[src/rtl/regbank_pkg.sv]
// Shared parameters and FSM state type for the register-bank write arbiter.
// Holds the 8x4 bank defaults so the arbiter and the bank agree on geometry.
package regbank_pkg;

  localparam int REGBANK_ADDR_W = 3;
  localparam int REGBANK_DATA_W = 4;
  localparam int REGBANK_NREGS  = 8;

  typedef enum logic {
    IDLE  = 1'b0,
    CLEAR = 1'b1
  } state_t;

  // A single-register bank still needs a 1-bit counter to hold its terminal count.
  function automatic int clrCntWidth(input int nregs);
    return (nregs > 1) ? $clog2(nregs) : 1;
  endfunction

endpackage

[src/rtl/rr_arb2.sv]
// Two-way round-robin grant, combinational from requests; 0-cycle latency.
// Grants only when enabled; the pointer moves on a transfer only, so a stalled requester keeps its turn.
module rr_arb2 (
  input  logic clk,
  input  logic rst,
  input  logic en,
  input  logic req0,
  input  logic req1,
  output logic gnt0,
  output logic gnt1
);

  // Set when requester 1 won most recently; reset value lets requester 0 win the first conflict.
  logic lastGnt1;

  always_comb begin
    gnt0 = 1'b0;
    gnt1 = 1'b0;
    if (en) begin
      if (req0 && req1) begin
        gnt0 = lastGnt1;
        gnt1 = !lastGnt1;
      end else begin
        gnt0 = req0;
        gnt1 = req1;
      end
    end
  end

  always_ff @(posedge clk) begin
    if (rst) begin
      lastGnt1 <= 1'b1;
    end else if (gnt0) begin
      lastGnt1 <= 1'b0;
    end else if (gnt1) begin
      lastGnt1 <= 1'b1;
    end
  end

endmodule

[src/rtl/regbank_write_arbiter.sv]
// Arbitrates two writers onto one register-bank write port and runs a bank-clear sequence.
// Write appears 1 cycle after the grant edge; requests stall (no gnt) while clearing or when clr_start is high.
module regbank_write_arbiter
  import regbank_pkg::*;
#(
  parameter int ADDR_W = REGBANK_ADDR_W,
  parameter int DATA_W = REGBANK_DATA_W,
  parameter int NREGS  = REGBANK_NREGS
) (
  input  logic              clk,
  input  logic              rst,
  input  logic              req0,
  input  logic [ADDR_W-1:0] addr0,
  input  logic [DATA_W-1:0] dat0,
  output logic              gnt0,
  input  logic              req1,
  input  logic [ADDR_W-1:0] addr1,
  input  logic [DATA_W-1:0] dat1,
  output logic              gnt1,
  input  logic              clr_start,
  output logic              clr_busy,
  output logic              clr_done,
  output logic [ADDR_W-1:0] addrW,
  output logic [DATA_W-1:0] datW,
  output logic              RegWrite
);

  localparam int CNT_W = clrCntWidth(NREGS);
  localparam logic [CNT_W-1:0] LAST_CNT = CNT_W'(NREGS - 1);

  state_t           state;
  logic [CNT_W-1:0] clrCnt;
  logic [CNT_W-1:0] clrCntNext;
  logic             arbEn;

  // clr_start outranks both requesters, and reset blocks grants outright.
  assign arbEn      = (state == IDLE) && !clr_start && !rst;
  assign clrCntNext = clrCnt + CNT_W'(1);

  rr_arb2 uArb (
    .clk  (clk),
    .rst  (rst),
    .en   (arbEn),
    .req0 (req0),
    .req1 (req1),
    .gnt0 (gnt0),
    .gnt1 (gnt1)
  );

  always_ff @(posedge clk) begin
    if (rst) begin
      state    <= IDLE;
      clrCnt   <= '0;
      RegWrite <= 1'b0;
      addrW    <= '0;
      datW     <= '0;
      clr_busy <= 1'b0;
      clr_done <= 1'b0;
    end else begin
      clr_done <= 1'b0;
      case (state)
        IDLE: begin
          if (clr_start) begin
            state    <= CLEAR;
            clrCnt   <= '0;
            RegWrite <= 1'b1;
            addrW    <= '0;
            datW     <= '0;
            clr_busy <= 1'b1;
          end else if (gnt0) begin
            RegWrite <= 1'b1;
            addrW    <= addr0;
            datW     <= dat0;
          end else if (gnt1) begin
            RegWrite <= 1'b1;
            addrW    <= addr1;
            datW     <= dat1;
          end else begin
            RegWrite <= 1'b0;
          end
        end
        CLEAR: begin
          // clrCnt mirrors the address on the port this cycle; stop on the last one.
          if (clrCnt == LAST_CNT) begin
            state    <= IDLE;
            clrCnt   <= '0;
            RegWrite <= 1'b0;
            clr_busy <= 1'b0;
            clr_done <= 1'b1;
          end else begin
            clrCnt   <= clrCntNext;
            addrW    <= ADDR_W'(clrCntNext);
            RegWrite <= 1'b1;
          end
        end
        default: state <= IDLE;
      endcase
    end
  end

endmodule

[config.mk]
export PLATFORM = sky130hd
export DESIGN_NAME = regbank_write_arbiter
export DESIGN_NICKNAME = d
export VERILOG_FILES = /design/src/rtl/regbank_pkg.sv /design/src/rtl/rr_arb2.sv /design/src/rtl/regbank_write_arbiter.sv
export SDC_FILE = /design/constraint.sdc
export NUM_CORES = 1
export LEC_CHECK = 0
export ABC_CLOCK_PERIOD_IN_PS = 1350
export CORE_MARGIN = 8
export CORE_UTILIZATION = 36
export CTS_CLUSTER_SIZE = 12
export DETAILED_ROUTE_END_ITERATION = 16
export HOLD_SLACK_MARGIN = 0.15
export MAX_ROUTING_LAYER = met4
export PLACE_DENSITY = 0.73
export SETUP_SLACK_MARGIN = 0.4
export SYNTH_ARGS = -nofsm -noshare
export SYNTH_HDL_FRONTEND = slang
export SYNTH_SLANG_ARGS = --single-unit
[constraint.sdc]
create_clock -name clk -period 1.35 [get_ports clk]
set_input_delay 0.27 -clock clk [delete_from_list [all_inputs] [get_ports clk]]
set_output_delay 0.27 -clock clk [all_outputs]
set_load 0.02 [all_outputs]
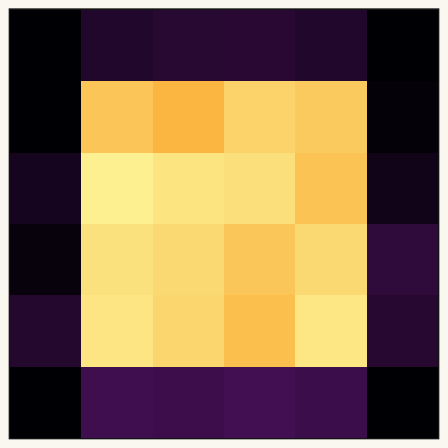
**Above:** placement density heat map.
6 x 6 tiles, from black (low) to pale yellow (high), 0 to 100% covered.
fullest tile = 97%
nearly empty tiles = 17%
densest ninth of the die = middle
tiles over 75% full = 44%
mean over tiles = 45%
Core Footprint: 0.00192 mm2
floorplan core density: 0.372

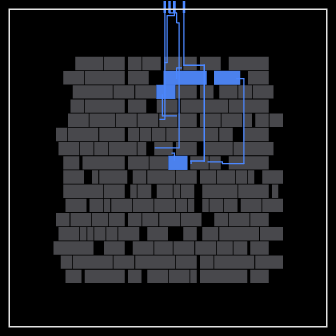
**Above:** port wiring.
blue -> `dat1`  # bits 4, direction input, edge top, end cells 4, buffers 4, wire 138 um
count of input and output buffers: 30
io pins: 31

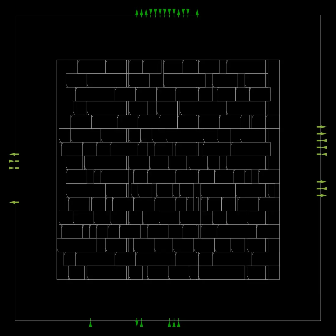
**Above:** placement view.
fill count: 89
cell row count: 16
tap cell count: 27
registers: 15
post-route non-filler standard cell count: 175

==> commit_impl_results.txt <==
Refresh implementation metrics

- The run finished, with violations left.
- The final reports fail on setup timing.
- Worst hold path class: register to register
- Met3 layer usage reported by global route: 0.0191
* Final worst setup slack: -0.0915 ns
- Setup repair after global routing could not meet its margin everywhere.
- Worst clock skew: about 0.0018 ns
- Per the detail_route report, routed wire per instance is roughly 21 um.
- The horizontal die dimension reported for this design is between 60 and 70 um.
* Share of flip-flops with an asynchronous set or reset after synthesis: 0
- Number of instances in the synthesized netlist: 80
- Most used routing layer: met2
* Antenna violations before repair: 0
* Number of max-capacitance violations reported: 0
- Required time at the endpoint of the critical path: roughly 1.6 ns
* Area growth from synthesis to final layout: 134%
- Final setup violation count: 10
* Setup repair bufs after CTS: 10
- Of the total power, registers draw 0.408.
- The die is a little over 60 um tall.
- For this block, wires on met1 add up to 1480 um.
- Yosys stat counts ~80 cells in the synthesized netlist.
* Number of routed nets with antenna violations: 0
- The cell that appears most often on the critical path is buf_6.
- Of the total power, the clock network draws 0.231.
* Via count of the first global-routing pass: 914
* Synth area leaders: dfxtp_1, nor2_1, mux2i_1, nand2_1, o2bb2ai_1
* Leading cell types in the layout, fill and taps excluded: buf_6, buf_4, dfxtp_2, clkdlybuf4s50_1
- The later pin in the worst-skew pair is clocked with a latency of 0.30 ns.
- For this design the total switching power over the nets is between 300 and 400 uW.
* Peak supply drop: approximately 0.00060 V
area by class of cell:
cell class,instances,area [um2]
sequential,15,318
tap,27,33.8
multi-input combinational,60,628
timing repair buffer,67,661
inverter,2,7.51
clock buffer,4,26.3
fill,89,248
power by group through the flow:
stage	clock [mW]	combinational (mW)	sequential, mW
finish	0.280	0.438	0.494
global route	0.298	0.457	0.497
CTS	0.269	0.356	0.492
detailed placement	0	0.268	0.494
global placement	0	0.264	0.491
floorplan	0	0.104	0.514
path summary, 6_finish.rpt:
kind	start	end	slack [ns]	cells past startpoint
max	state$_SDFF_PP0_	addrW[1]$_SDFFE_PP0P_	-0.09	6
max reg2reg	state$_SDFF_PP0_	addrW[1]$_SDFFE_PP0P_	-0.09	6
min reg2reg	datW[2]$_SDFFE_PP0P_	datW[2]$_SDFFE_PP0P_	0.47	1
min	datW[2]$_SDFFE_PP0P_	datW[2]$_SDFFE_PP0P_	0.47	1
cell families after synthesis:
| family | count (synthesis) | synth area share |
|---|---|---|
| flip-flops | 15 | 0.420 |
| AND-OR/OR-AND | 17 | 0.198 |
| multiplexers | 4 | 0.0559 |
| adder cells (fa/ha/maj) | 2 | 0.0350 |
| AND/OR/NAND/NOR | 37 | 0.245 |
| buffers and inverters | 5 | 0.0472 |
state kept, by name, summed over array words and instances (netlist names):
| name | cells |
|---|---|
| datW | 4 |
| addrW | 3 |
| clrCnt | 3 |
| RegWrite | 1 |
| clr_busy | 1 |
| clr_done | 1 |
| state | 1 |
| uArb.lastGnt1 | 1 |
worst reg2reg max path, cell delays in order, from the launching register on:
cell and delay [ns]:
dfxtp_2 0.34, or2_4 0.26, buf_6 0.13, buf_6 0.11, a211o_1 0.22, and3_4 0.16, a211oi_2 0.16
No activity file was given, so power comes from the tool's default toggle rates.
